$ cat config.mk
export PLATFORM = sky130hd
export DESIGN_NAME = nibble_stream_tx_flat
export DESIGN_NICKNAME = d
export VERILOG_FILES = /design/src/rtl/nibble_stream_tx_if.sv /design/src/rtl/nibble_stream_tx.sv /design/src/flat_wrapper.sv
export SDC_FILE = /design/constraint.sdc
export NUM_CORES = 1
export LEC_CHECK = 0
export CORE_MARGIN = 10
export CORE_UTILIZATION = 45
export DETAILED_ROUTE_END_ITERATION = 12
export HOLD_SLACK_MARGIN = 0.03
export PLACE_DENSITY = 0.79
export RECOVER_POWER = 25
export SLEW_MARGIN = 20
export SYNTH_ARGS = -nofsm -noshare
export SYNTH_HDL_FRONTEND = slang
export SYNTH_SLANG_ARGS = --single-unit
$ cat constraint.sdc
create_clock -name clk -period 3 [get_ports clk]
set_clock_uncertainty 0.2 [all_clocks]
set_input_delay 0.45 -clock clk [delete_from_list [all_inputs] [get_ports clk]]
set_output_delay 0.45 -clock clk [all_outputs]
set_load 0.01 [all_outputs]
$ cat src/rtl/nibble_stream_tx_if.sv
// Stream bus for nibble_stream_tx: operand handshake in, nibble beats out.
// master = the environment (drives operands and out_ready),
// slave  = the nibble transmitter (drives beats and in_ready).
interface nibble_stream_tx_if;
    logic [7:0] A;
    logic [7:0] B;
    logic       in_valid;
    logic       in_ready;
    logic       out_valid;
    logic       out_ready;
    logic [3:0] nib_a;
    logic [3:0] nib_b;
    logic       ctrl;
    logic [4:0] q;
    logic       last;

    modport master (
        output A, B, in_valid, out_ready,
        input  in_ready, out_valid, nib_a, nib_b, ctrl, q, last
    );

    modport slave (
        input  A, B, in_valid, out_ready,
        output in_ready, out_valid, nib_a, nib_b, ctrl, q, last
    );
endinterface

$ cat src/rtl/nibble_stream_tx.sv
// nibble_stream_tx: captures an A/B byte pair and emits it as two nibble
// beats (low then high), each carrying the nibble sum q. On the high-beat
// handshake the 9-bit total is registered, total_valid pulses for one
// cycle and txn_cnt increments (wrapping).
// Build option: define NIBBLE_CARRY_EN to chain the low-nibble carry into
// the high beat (total = A+B). Without it the low carry is dropped and
// total = {q_hi, q_lo[3:0]}.
module nibble_stream_tx (
    input  logic                     clk,
    input  logic                     rst_n,
    nibble_stream_tx_if.slave        bus,
    output logic [8:0]               total,
    output logic                     total_valid,
    output logic [7:0]               txn_cnt
);

    typedef enum logic [1:0] {
        IDLE = 2'd0,
        LO   = 2'd1,
        HI   = 2'd2
    } state_t;

    state_t     state;
    logic [7:0] a_r;
    logic [7:0] b_r;
    logic [4:0] lo_sum;
    logic [4:0] hi_sum;
    logic [4:0] hi_q;
`ifdef NIBBLE_CARRY_EN
    logic       carry_lo;
`endif

    // Nibble sums of the captured operands.
    assign lo_sum = {1'b0, a_r[3:0]} + {1'b0, b_r[3:0]};
    assign hi_sum = {1'b0, a_r[7:4]} + {1'b0, b_r[7:4]};

`ifdef NIBBLE_CARRY_EN
    // High beat absorbs the low-nibble carry (max 15+15+1 = 31).
    assign hi_q = hi_sum + {4'd0, lo_sum[4]};
`else
    assign hi_q = hi_sum;
`endif

    // Beat sequencer: state, captured operands, registered beat outputs and
    // the per-pair result/counter all update together on the clock edge.
    // NOTE: all state here uses non-blocking assignments so every register
    // samples pre-edge values; blocking would make ordering inside the
    // block change the hardware.
    always_ff @(posedge clk) begin
        // NOTE: reset is synchronous (sampled on the edge) and clears every
        // register, including the operand holding registers.
        if (!rst_n) begin
            state         <= IDLE;
            a_r           <= '0;
            b_r           <= '0;
            bus.in_ready  <= 1'b1;
            bus.out_valid <= 1'b0;
            bus.nib_a     <= '0;
            bus.nib_b     <= '0;
            bus.ctrl      <= 1'b0;
            bus.q         <= '0;
            bus.last      <= 1'b0;
            total         <= '0;
            total_valid   <= 1'b0;
            txn_cnt       <= '0;
`ifdef NIBBLE_CARRY_EN
            carry_lo      <= 1'b0;
`endif
        end else begin
            total_valid <= 1'b0;
            case (state)
                IDLE: begin
                    if (bus.in_valid) begin
                        a_r           <= bus.A;
                        b_r           <= bus.B;
                        state         <= LO;
                        bus.in_ready  <= 1'b0;
                        bus.out_valid <= 1'b1;
                        bus.ctrl      <= 1'b0;
                        bus.last      <= 1'b0;
                        bus.nib_a     <= bus.A[3:0];
                        bus.nib_b     <= bus.B[3:0];
                        bus.q         <= {1'b0, bus.A[3:0]} + {1'b0, bus.B[3:0]};
                    end
                end
                LO: begin
                    if (bus.out_ready) begin
                        state     <= HI;
                        bus.ctrl  <= 1'b1;
                        bus.last  <= 1'b1;
                        bus.nib_a <= a_r[7:4];
                        bus.nib_b <= b_r[7:4];
                        bus.q     <= hi_q;
`ifdef NIBBLE_CARRY_EN
                        carry_lo  <= lo_sum[4];
`endif
                    end
                end
                HI: begin
                    if (bus.out_ready) begin
                        state         <= IDLE;
                        bus.in_ready  <= 1'b1;
                        bus.out_valid <= 1'b0;
                        bus.ctrl      <= 1'b0;
                        bus.last      <= 1'b0;
                        bus.nib_a     <= '0;
                        bus.nib_b     <= '0;
                        bus.q         <= '0;
`ifdef NIBBLE_CARRY_EN
                        total         <= {hi_sum + {4'd0, carry_lo}, lo_sum[3:0]};
`else
                        total         <= {hi_sum, lo_sum[3:0]};
`endif
                        total_valid   <= 1'b1;
                        txn_cnt       <= txn_cnt + 8'd1;
                    end
                end
                default: begin
                    state         <= IDLE;
                    bus.in_ready  <= 1'b1;
                    bus.out_valid <= 1'b0;
                end
            endcase
        end
    end

endmodule

$ cat src/flat_wrapper.sv
// flat-port wrapper written by rule: the top's interface ports become plain ports
module nibble_stream_tx_flat 
  (clk, rst_n, total, total_valid, txn_cnt, bus_A, bus_B, bus_in_valid, bus_out_ready, bus_in_ready, bus_out_valid, bus_nib_a, bus_nib_b, bus_ctrl, bus_q, bus_last);
  nibble_stream_tx_if bus_i ();
  input  logic clk;
  input  logic rst_n;
  output logic [8:0] total;
  output logic total_valid;
  output logic [7:0] txn_cnt;
  input wire logic [$bits(bus_i.A)-1:0] bus_A;
  input wire logic [$bits(bus_i.B)-1:0] bus_B;
  input wire logic [$bits(bus_i.in_valid)-1:0] bus_in_valid;
  input wire logic [$bits(bus_i.out_ready)-1:0] bus_out_ready;
  output wire logic [$bits(bus_i.in_ready)-1:0] bus_in_ready;
  output wire logic [$bits(bus_i.out_valid)-1:0] bus_out_valid;
  output wire logic [$bits(bus_i.nib_a)-1:0] bus_nib_a;
  output wire logic [$bits(bus_i.nib_b)-1:0] bus_nib_b;
  output wire logic [$bits(bus_i.ctrl)-1:0] bus_ctrl;
  output wire logic [$bits(bus_i.q)-1:0] bus_q;
  output wire logic [$bits(bus_i.last)-1:0] bus_last;
  assign bus_i.A = bus_A;
  assign bus_i.B = bus_B;
  assign bus_i.in_valid = bus_in_valid;
  assign bus_i.out_ready = bus_out_ready;
  assign bus_in_ready = bus_i.in_ready;
  assign bus_out_valid = bus_i.out_valid;
  assign bus_nib_a = bus_i.nib_a;
  assign bus_nib_b = bus_i.nib_b;
  assign bus_ctrl = bus_i.ctrl;
  assign bus_q = bus_i.q;
  assign bus_last = bus_i.last;
  nibble_stream_tx u_core (.clk(clk), .rst_n(rst_n), .bus(bus_i), .total(total), .total_valid(total_valid), .txn_cnt(txn_cnt));
endmodule
Floorplan with the power grid:
Pins as bars on the die edge. Tap cells in grey.
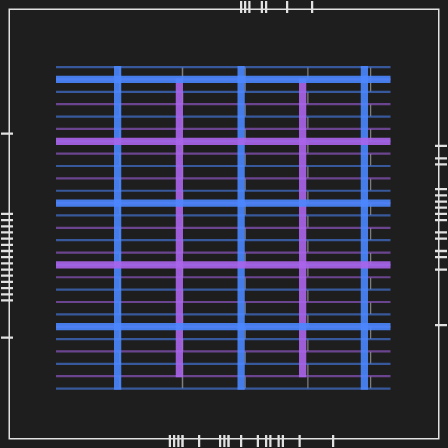
[blue] VSS
[purple] VDD
met4 straps: 5
tap cells: 70
met5 straps: 5

Clock distribution:
Bar = 20 µm.
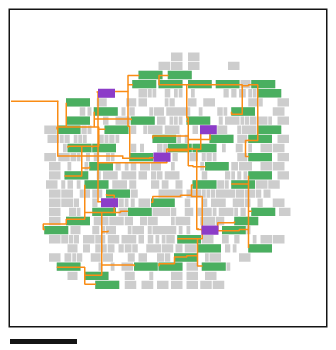
[orange] clock wires | length: 615 µm
[purple] clock drivers | count: 5
[green] flip-flops | count: 52
routed clock nets: 6
Clk pwr share: 22.0%
clock group power: 402 µW
Clock Latency Late Sink: 310 ps

Logic cells by family:
Bar = 20 µm.
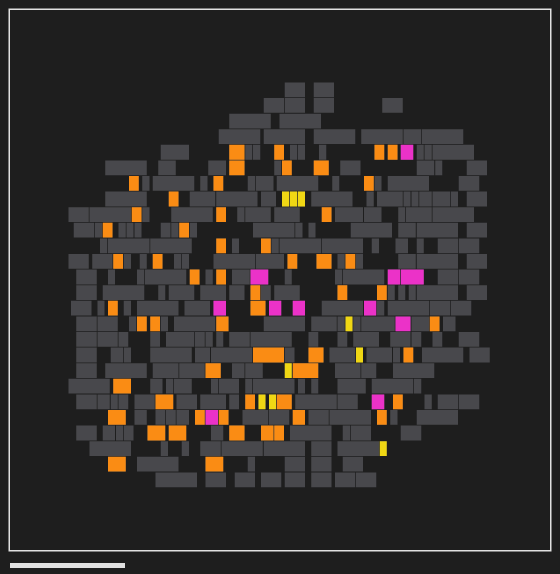
[yellow] inverters | cells: 9 | most used: inv_1
[orange] inverting AOI/OAI gates | cells: 56 | most used: a21oi_1
[magenta] AND and OR gates | cells: 11
Comb area share: 42.5%
final cell count without fillers: 402
most frequent logic cell in the layout: dfxtp_1

Cell classes on the final placement:
Bar = 20 µm.
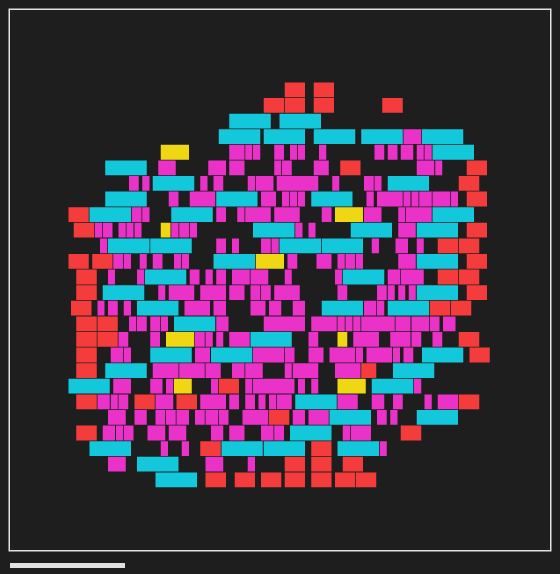
[yellow] clock drivers and dummy loads | cells: 8
[cyan] flops | cells: 52
[magenta] combinational and other logic | cells: 217
[red] other buffers and delay cells | cells: 55

Clock wiring as the flow saved it:
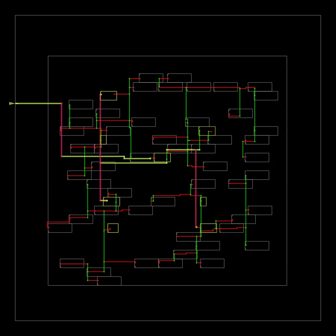
clock buffer count: 5
clock sinks: 52
number of CTS-inserted buffers: 5

==> impl_metrics.yaml <==
# synthesis and place-and-route metrics
run_status:
  status: "completed"
layout:
  nonClkBufAreaFrac_pct: 17.5
  logic_area_mm2: 0.00133
  inv_count: 9
  fillCellCount: 472
  clock_cell_area_share_pct: 2.80
  flops: 52
  largest_register_ff_count: 9
  comb_cells: 208
  final_core_util_pct: 60.1
  drive_gt1_share_pct: 5.12
  ff_latch_area_mm2: 0.00104
  syn_to_final_growth_pct: 26.3
  largest_register: "u_core.total"
  signal_buffers: 55
pwr:
  largestPowerGroup: "sequential cells"
  comb_power_share_pct: 32.2
  ir_worst_vdd_v: 0.000330
  p_total_uw: 1820
  p_int_uw: 1210
  combinationalPower_uw: 586
  p_per_area_mw_per_mm2: 583
clock_network:
  post_cts_resized: 0
  post-cts-setup-buffer-count: 0
  cts_root_buf: "clkbuf_8"
  postCtsHoldBufs: 0
  htreeDepth: 2
detailed_routing:
  via_per_inst: 5.24
  drc: 0
  drt_iter0_drc: 137
timing:
  fin_crit_ps: 2360
  setup-violations-final: 0
  timing.fmax_ghz: 0.423
  rsz0062_at_grt: "false"
  final_hold_viol_count: 0
  whs_ps: 261
  timing.final.ws_setup_ps: 635
  slew_headroom_pct: 4.44
  final.period_utilization_pct: 78.8
synth:
  ys_types: 45
  top_logic_kind: "simple AND/OR/NAND/NOR gates"
  synthAoiAreaFrac_pct: 16.7
  syn_inst: 284
  edf_count: 0
  synth-warning-count: 0
  xor_share_pct: 3.89
  synth.largest_area_cell: "dfxtp_1"
  yosysCellCount: 284
  topCellsByArea: "dfxtp_1, ha_1, nand2_1"
  flop_cell: "dfxtp_1"
critical_path:
  cp_top_family: "buffers and inverters"
  crit_arrival_ps: 2310
  worstSetupPathType: "input port to register"
  critPathMaxStageDelay_ps: 1060
  cpMaxStageDelayCell: "inv_1"
hold_path:
  hold_class: "register to register"
  hold_depth: 2
floorplanning:
  die_area_mm2: 0.00887
  core_mm2: 0.00520
  fp_util_pct: 47.5
  die_h_um: 94.2
global_routing:
  grt_pass1_wl_um: 9920
  grt_util_all_layers_pct: 13.7
  grt.overflow.total: 0
  antenna_found_initial: 0
run:
  warnings: 30
  maxCapViolations: 0
placement:
  pre_cts_slack_ps: 597
  post-dp-hpwl_um: 4370
[metal layers]
layer | track usage (%) | vias up | part of all wire, %
met1 | 17.1 | 991 | 44
met3 | 4.32 | 7 | 6.1
met2 | 21.6 | 46 | 48
li1 | - | 1063 | -
met4 | 4.43 | 0 | 1.2
met5 | 0 | - | 0
[final timing paths]
| kind | startpoint | endpoint | slack, ps |
|---|---|---|---|
| worst min register to register | u_core.total[2]$_SDFFE_PN0P_ | u_core.total[2]$_SDFFE_PN0P_ | 260 |
| worst max-delay path | rst_n | u_core.state[1]$_SDFFE_PN0P_ | 640 |
| worst max register to register | u_core.state[1]$_SDFFE_PN0P_ | u_core.bus.nib_b[2]$_SDFFE_PN0P_ | 730 |
| worst min-delay path | u_core.total[2]$_SDFFE_PN0P_ | u_core.total[2]$_SDFFE_PN0P_ | 260 |
Power and IR drop assume default switching activity.
